Design fp_dispatch, sky130hd; sources not shown.
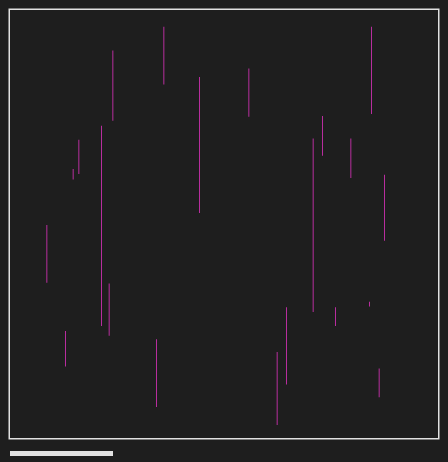
(images/m4.png)
Scale bar: 50 um.
share of all routed wire	2.3%
main direction	vertical
longest straight run	97.2 um
wire length on this layer	666 um
nets with wire on the layer	9
DR vias: 6796
Routed WL: 28.44 mm

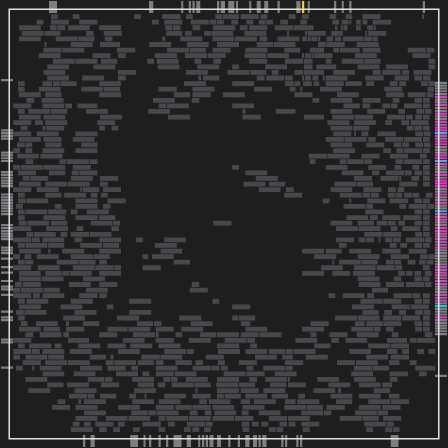
(images/pinout.png)
Pins as bars across the die edge, other pins in gray.
port	color	pins	direction	edge
req_ready	yellow	1	output	top
req_tag	cyan	4	input	right
fpu_c	magenta	32	input	right
chip height: 208.6 um
Die W: 208.6 um
number of port buffers: 208

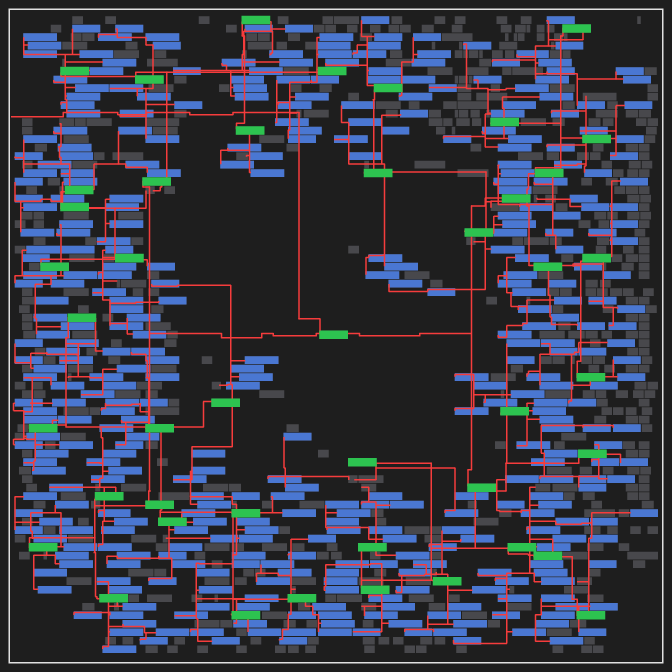
(images/clock_wires.png)
[flip-flops] blue | count: 392
[clock-net drivers] green | count: 44
[clock wires] red | length: 4910 um
flops lie	spread over the die
Clk pwr share: 0.246
clk latency late pin: 0.55 ns
Clock group: 2870 uW

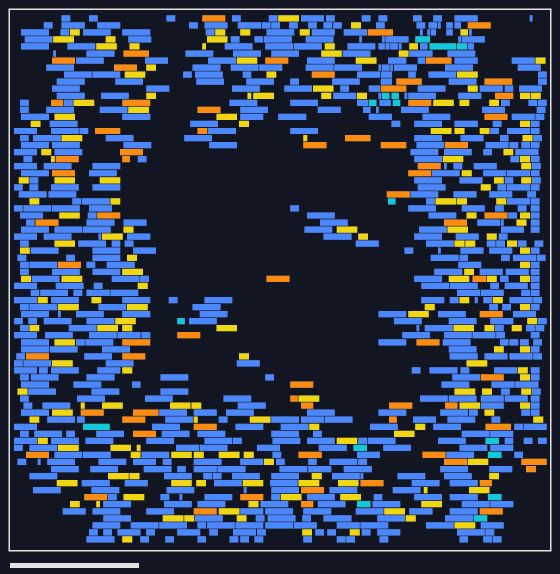
(images/sizing.png)
Scale bar: 50 um.
size	color	cells
x3 and x4	cyan	16
x1 and smaller	blue	643
x6 and larger	orange	71
x2	yellow	181
count of plain and timing-repair buffers: 221
area delta synth->final: 29.81%
cell area after layout: 18830 um2
PnR worst setup slack: 2.468 ns

==> flow_metrics.env <==
# implementation run metrics
export IMPL_post_drt_wl_per_cell_um=19.60
export IMPL_crit_type="flip-flop to primary output"
export IMPL_clk_pin_slew_ns=0.06
export IMPL_tightest_slew_ns=0.8856
export IMPL_grt_max_degree=71
export IMPL_drv_cap=0
export IMPL_regArea_um2=11200
export IMPL_dr_pass1_iters=4
export IMPL_worstPathArrival_ns=2.11
export IMPL_cts_resized=0
export IMPL_grtUsageTotal=0.1347
export IMPL_hpwl_mm=17.07
export IMPL_ctsHtreeMaxLevel=2
export IMPL_rsz0062_at_grt="false"
export IMPL_logic_area_um2=3082
export IMPL_hold_buffers=0
export IMPL_grt_pass1_wl_mm=44.14
export IMPL_clock_path_buffers=3
export IMPL_fp_row_count=75
export IMPL_ys_sh_mux=0.1917
export IMPL_finalHoldViolations=0
export IMPL_largest_register_ffs=276
export IMPL_critPathLaunchType="flip-flop"
export IMPL_route_detailed_drc=0
export IMPL_status="complete, no violations"
export IMPL_netlist_area_um2=14510
export IMPL_fmax_mhz=329.8
export IMPL_xor_share=0.003622
export IMPL_cp_required_ns=4.58
export IMPL_vias_per_cell=4.684
export IMPL_setup_viol=0
export IMPL_synth_distinct_cells=29
export IMPL_logic_family="multiplexers"
export IMPL_boundaryPins=210
export IMPL_final_cell_mix="edfxtp_1, clkdlybuf4s50_1, dfrtp_1"
export IMPL_drt_iter0_markers=231
export IMPL_die_area_um2=43500
export IMPL_yosys_warnings=0
export IMPL_edf_count=276
export IMPL_cts_buffers=44
export IMPL_placed_cells=1368
export IMPL_ys_ff=392
export IMPL_p_leak_uw=0.006573
export IMPL_hold_path_class="input pin to asynchronous set/reset pin"
export IMPL_warning_count=28
export IMPL_yosysTopAreaCell="edfxtp_1"
export IMPL_r2r_slack_ns=3.00
export IMPL_gp_congestion=0.6622
==> area by class of cell <==
cell class | count | area share
multi-input cells | 211 | 0.1636
clock inverters | 24 | 0.01129
inverters | 5 | 0.0009965
diodes | 1 | 0.0001329
clock buffers | 58 | 0.06504
repair buffers | 221 | 0.1285
well taps | 539 | 0.03581
flip-flops and latches | 392 | 0.5946
==> stage by stage <==
step / hold slack (ns) / setup TNS [ns] / instance area, um2 / setup WS [ns]
3_3_place_gp: 0.3850 / -265.72 / 17030 / -2.060
5_1_grt: 0.1540 / 0 / 18830 / 2.326
2_1_floorplan: 0.3750 / 0 / 14280 / 1.518
4_1_cts: 0.1298 / 0 / 18830 / 2.397
6_report: 0.1332 / 0 / 18830 / 2.468
3_5_place_dp: 0.3941 / 0 / 17390 / 2.148
==> where the power goes <==
group / switching, uW / internal, uW / total [uW]
registers: 421 / 3870 / 4290
logic: 2460 / 2030 / 4500
clock network: 1150 / 1720 / 2870
==> synthesized netlist by cell type (2+ instances only) <==
library cell  count
nor2_1            3
a21o_1            2
and2_1            4
edfxtp_1        276
nand2_1           2
mux2_2          101
clkbuf_1          7
mux2_4            6
buf_4             3
ha_1              5
dfrtp_1         116
xnor2_1           3
inv_1             5
xor2_1            3
buf_6            16
mux4_2           69
conb_1            2
==> metal layers <==
layer  track usage  wire, um  vias up
li1              -         -     3036
met1        0.1638     11760     3500
met2        0.2241     13920      203
met3       0.04358      2065       53
met4       0.04995       665        4
met5             0        33        -
==> critical path, stage by stage, from the launching register on <==
cell,delay [ns]
dfrtp_1,0.44
nor3_2,0.32
nand2_1,0.09
clkdlybuf4s50_1,0.71
No activity file was given, so power comes from the tool's default toggle rates.
